### Cell placement, run 1

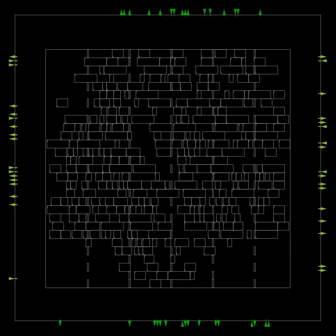
### Metal layers overlaid, run 1

Scale: 3 px per um. Only two layers are drawn.
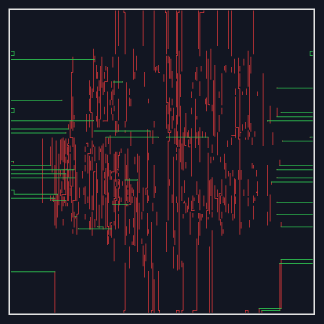
### I/O nets highlighted, run 1

Scale: 3 px per um.
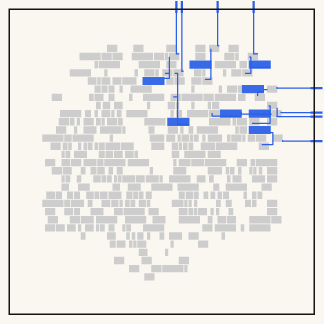
## src/rtl/sd_fifo_ctl_2p.sv

```systemverilog
// FIFO controller in front of a two-port memory with registered read address.
// A 2-entry output buffer absorbs the one-cycle read latency so the FIFO streams at full rate.
module sd_fifo_ctl_2p #(
    parameter int width   = 8,
    parameter int depth   = 256,
    parameter int addr_sz = $clog2(depth)
) (
    input  logic                 clk,
    input  logic                 reset_n,
    input  logic                 c_srdy,
    output logic                 c_drdy,
    input  logic [width-1:0]     c_data,
    output logic                 p_srdy,
    input  logic                 p_drdy,
    output logic [width-1:0]     p_data,
    output logic [addr_sz+1:0]   usage,
    output logic                 mem_wr_en,
    output logic [addr_sz-1:0]   mem_wr_addr,
    output logic [width-1:0]     mem_d_in,
    output logic                 mem_rd_en,
    output logic [addr_sz-1:0]   mem_rd_addr,
    input  logic [width-1:0]     mem_d_out
);

    localparam logic [addr_sz:0]   DEPTH_C  = (addr_sz+1)'(depth);
    localparam logic [addr_sz-1:0] LAST_PTR = addr_sz'(depth - 1);

    logic [addr_sz-1:0]       wr_ptr_q, wr_ptr_d;
    logic [addr_sz-1:0]       rd_ptr_q, rd_ptr_d;
    logic [addr_sz:0]         mem_used_q, mem_used_d;
    logic                     inflight_q, inflight_d;
    logic [1:0]               out_cnt_q, out_cnt_d;
    logic [1:0][width-1:0]    obuf_q, obuf_d;

    logic push, pop, issue;

    always_comb begin
        c_drdy = reset_n && (mem_used_q != DEPTH_C);
        p_srdy = reset_n && (out_cnt_q != 2'd0);
        push   = c_srdy && c_drdy;
        pop    = p_srdy && p_drdy;
        // Inflight words still count in mem_used, so exclude them from what is left to read,
        // and reserve a buffer slot for them.
        issue  = reset_n
                 && (mem_used_q > (addr_sz+1)'(inflight_q))
                 && (({1'b0, out_cnt_q} + {2'b0, inflight_q}) < (3'd2 + {2'b0, pop}));

        wr_ptr_d = wr_ptr_q;
        if (push)
            wr_ptr_d = (wr_ptr_q == LAST_PTR) ? '0 : wr_ptr_q + 1'b1;

        rd_ptr_d = rd_ptr_q;
        if (issue)
            rd_ptr_d = (rd_ptr_q == LAST_PTR) ? '0 : rd_ptr_q + 1'b1;

        mem_used_d = mem_used_q;
        case ({push, inflight_q})
            2'b10:   mem_used_d = mem_used_q + 1'b1;
            2'b01:   mem_used_d = mem_used_q - 1'b1;
            default: mem_used_d = mem_used_q;
        endcase

        inflight_d = issue;

        obuf_d    = obuf_q;
        out_cnt_d = out_cnt_q;
        if (pop) begin
            obuf_d[0] = obuf_q[1];
            out_cnt_d = out_cnt_q - 1'b1;
        end
        // After a pop at most one entry remains, so the tail index is out_cnt_d[0].
        if (inflight_q) begin
            obuf_d[out_cnt_d[0]] = mem_d_out;
            out_cnt_d            = out_cnt_d + 1'b1;
        end

        mem_wr_en   = push;
        mem_wr_addr = wr_ptr_q;
        mem_d_in    = c_data;
        mem_rd_en   = issue;
        mem_rd_addr = rd_ptr_q;
        p_data      = obuf_q[0];
        usage       = (addr_sz+2)'(mem_used_q) + (addr_sz+2)'(out_cnt_q);
    end

    always_ff @(posedge clk) begin
        if (!reset_n) begin
            wr_ptr_q   <= '0;
            rd_ptr_q   <= '0;
            mem_used_q <= '0;
            inflight_q <= 1'b0;
            out_cnt_q  <= '0;
            obuf_q     <= '0;
        end else begin
            wr_ptr_q   <= wr_ptr_d;
            rd_ptr_q   <= rd_ptr_d;
            mem_used_q <= mem_used_d;
            inflight_q <= inflight_d;
            out_cnt_q  <= out_cnt_d;
            obuf_q     <= obuf_d;
        end
    end

    always_ff @(posedge clk) begin
        if (reset_n) begin
            assert (out_cnt_q <= 2'd2);
            assert (mem_used_q <= DEPTH_C);
            assert (!inflight_q || ((out_cnt_q - {1'b0, pop}) <= 2'd1));
        end
    end

endmodule

```

## config.mk

```make
export PLATFORM = sky130hd
export DESIGN_NAME = sd_fifo_ctl_2p
export DESIGN_NICKNAME = d
export VERILOG_FILES = /design/src/rtl/sd_fifo_ctl_2p.sv
export SDC_FILE = /design/constraint.sdc
export NUM_CORES = 1
export LEC_CHECK = 0
export CAP_MARGIN = 25
export CORE_MARGIN = 10
export CORE_UTILIZATION = 40
export CTS_BUF_LIST = sky130_fd_sc_hd__clkbuf_8 sky130_fd_sc_hd__clkbuf_16
export DETAILED_ROUTE_END_ITERATION = 6
export PLACE_DENSITY = 0.67
export RECOVER_POWER = 25
export SYNTH_ARGS = -nofsm -noshare
export SYNTH_HDL_FRONTEND = slang
export SYNTH_SLANG_ARGS = --single-unit
```

## constraint.sdc

```tcl
create_clock -name clk -period 7.3 [get_ports clk]
set_clock_uncertainty 0.05 [all_clocks]
set_input_delay 1.095 -clock clk [delete_from_list [all_inputs] [get_ports clk]]
set_output_delay 1.095 -clock clk [all_outputs]
set_load 0.01 [all_outputs]
```

==> ci_impl_report.md, run 1 <==
## Implementation flow summary

| Metric | Value |
|---|---|
| Post-synthesis compound-gate area fraction | `0.1547` |
| Power Density | `328.4 nW/um^2` |
| Die area | `10,240 sq um` |
| Top cell excl fill/tap | `dfxtp_1` |
| Post-synthesis instance total | `309` |
| First-pass GRT wire length | `10,060 um` |
| Pre-Place Util | `0.4128` |
| Die H | `101.2 um` |
| FF-to-FF setup slack | `3660 ps` |
| Outcome | `completed` |
| Sequential cell area | `880.8 sq um` |
| Highest Signal Layer | `met4` |
| Hold WS | `448.6 ps` |
| Antenna-violating nets left | `0` |
| Adder Area Share | `0.09587` |
| P_int | `616.5 uW` |
| Critical path's top delay family | `AND-OR/OR-AND gates` |
| CORE AREA | `6386 sq um` |
| Clk pwr share | `0.154` |
| CP Capture Type | `register` |
| Inverters | `13` |
| Top cell area share | `0.3341` |
Back to the opening pictures, 'Cell placement':
seq_cells: 44
Core Util, Final: 0.4933
filler instances: 620

Back to the opening pictures, 'Metal layers overlaid':
Key: red = M2 [wire length 2,820 um]; green = M3 [wire length 493 um]

Back to the opening pictures, 'I/O nets highlighted':
Key: blue = `p_data` [bits 8, direction output, edge 4 right, 4 top, end cells 8, buffers 8, wire 218 um]
port bufs: 49
io pins: 66

### Met2 routing, run 1

Scale: 4 px per um.
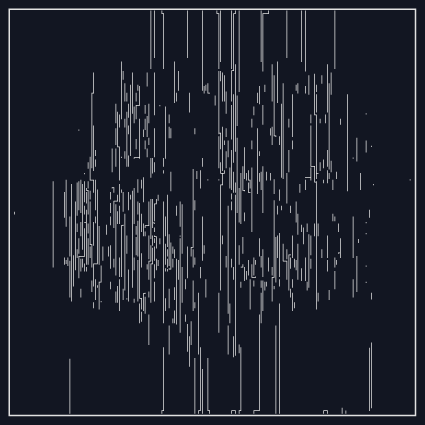

==> run 1 -> run 2 <==
==> constraint.sdc (replaced) <==
create_clock -name clk -period 4.95 [get_ports clk]
set_clock_uncertainty 0.05 [all_clocks]
set_input_delay 0.7425 -clock clk [delete_from_list [all_inputs] [get_ports clk]]
set_output_delay 0.7425 -clock clk [all_outputs]
set_load 0.01 [all_outputs]
### Met2 routing, run 2

Scale: 4 px per um.
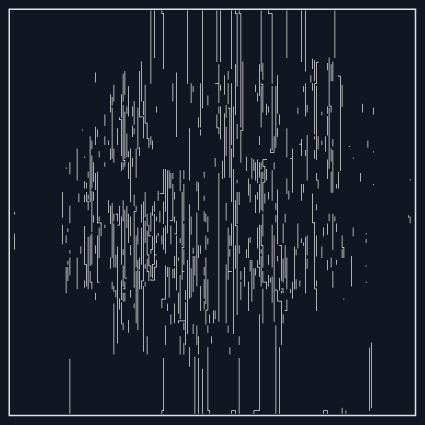
The longest straight run is 41.1 um. 323 nets have wire on it. The layer holds 46% of the routed length.

### Pin placement, run 2

Scale: 4 px per um. Pins as bars across the die edge, other pins in grey.
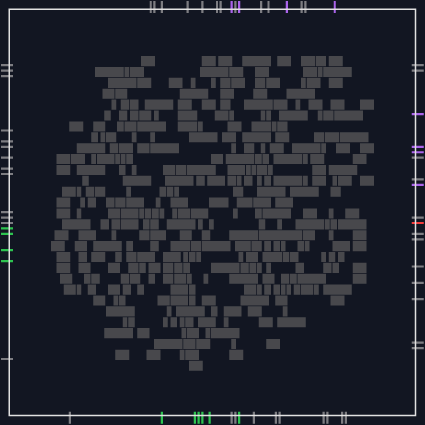
Key: red = `mem_rd_en` [pins 1, direction output, edge right]; purple = `p_data` [pins 8, direction output, edge 4 right, 4 top]; green = `usage` [pins 10, direction output, edge 6 bottom, 4 left]
All pins by edge: 17 left, 17 right, 16 bottom, 16 top.

==> run 2 against run 1 <==
Compared with the run above: sequential share of layout area shrank 0.40 points; via count grew 3.3%; combinational power grew 49%; critical path depth shrank 4; routed wire length grew 1.1%; worst setup slack lost 1700 ps; critical endpoint is now mem_rd_en; largest cell class unchanged; largest power group unchanged.
==> ci_impl_report.md, run 2 <==
## Implementation flow summary

| Metric | Value |
|---|---|
| Outcome | `completed` |
| Hold WS | `451.8 ps (+3.256 ps)` |
| Die area | `10,240 sq um (unchanged)` |
| Die H | `101.2 um (unchanged)` |
| Inverters | `13 (unchanged)` |
| Met1 WL | `2844 um` |
| Sequential cell area | `880.8 sq um (unchanged)` |
| Port bufs | `49 (unchanged)` |
| CTS Buffer Depth | `2` |
| Io pins | `66 (unchanged)` |
| Pre-antenna DRT Iters | `4` |
| Total Wirelength | `6252 um` |
| First-pass GRT wire length | `10,540 um (+4.8%)` |
| Post-synthesis instance total | `309 (unchanged)` |
| VDD IR max | `0.0003063 V` |
| CORE AREA | `6386 sq um (unchanged)` |
| Comb area share | `0.4818` |
| Top cell area share | `0.3341 (unchanged)` |
| Critical path's top delay family | `buffers and inverters` |
| P_int | `965.1 uW (+57%)` |
| CP Capture Type | `output pin` |
| Flop share of the area | `0.2755` |
| FF-to-FF setup slack | `1580 ps (-2080 ps)` |
| Top cell excl fill/tap | `dfxtp_1` |
| Pre-Place Util | `0.4128 (unchanged)` |
| CTS tree | `built` |
| Comb pwr | `770 uW` |
| Core Util, Final | `0.5006 (+0.007249)` |
| Die Width | `101.2 um` |
| Seq_cells | `44 (unchanged)` |
| Highest Signal Layer | `met4` |
| Clk. pwr | `298 uW` |
| Post-synthesis compound-gate area fraction | `0.1547 (unchanged)` |
| Antenna-violating nets left | `0 (unchanged)` |
| Mux area share | `0.06455` |
| Max incr delay on CP | `560 ps` |
| Most frequent CP cell | `clkdlybuf4s50_1` |
| Power Density | `498.8 nW/um^2 (+52%)` |
| WP depth | `7` |
| R2R Path Start | `mem_used_q[1]` |
| Adder Area Share | `0.09587 (unchanged)` |
| MaxCap Viol Count | `0` |
| Clk pwr share | `0.187 (+0.033)` |
| Filler instances | `627 (+1.1%)` |
### Metal layers overlaid, run 2

Scale: 3 px per um. Only two layers are drawn.
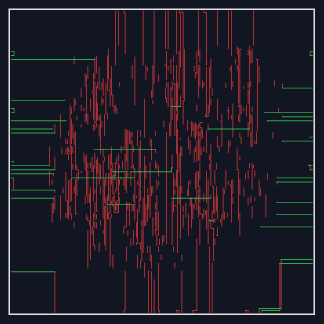
Key: green = M3 [wire length 449 um]; red = M2 [wire length 2,900 um]

Power and IR drop assume default switching activity.
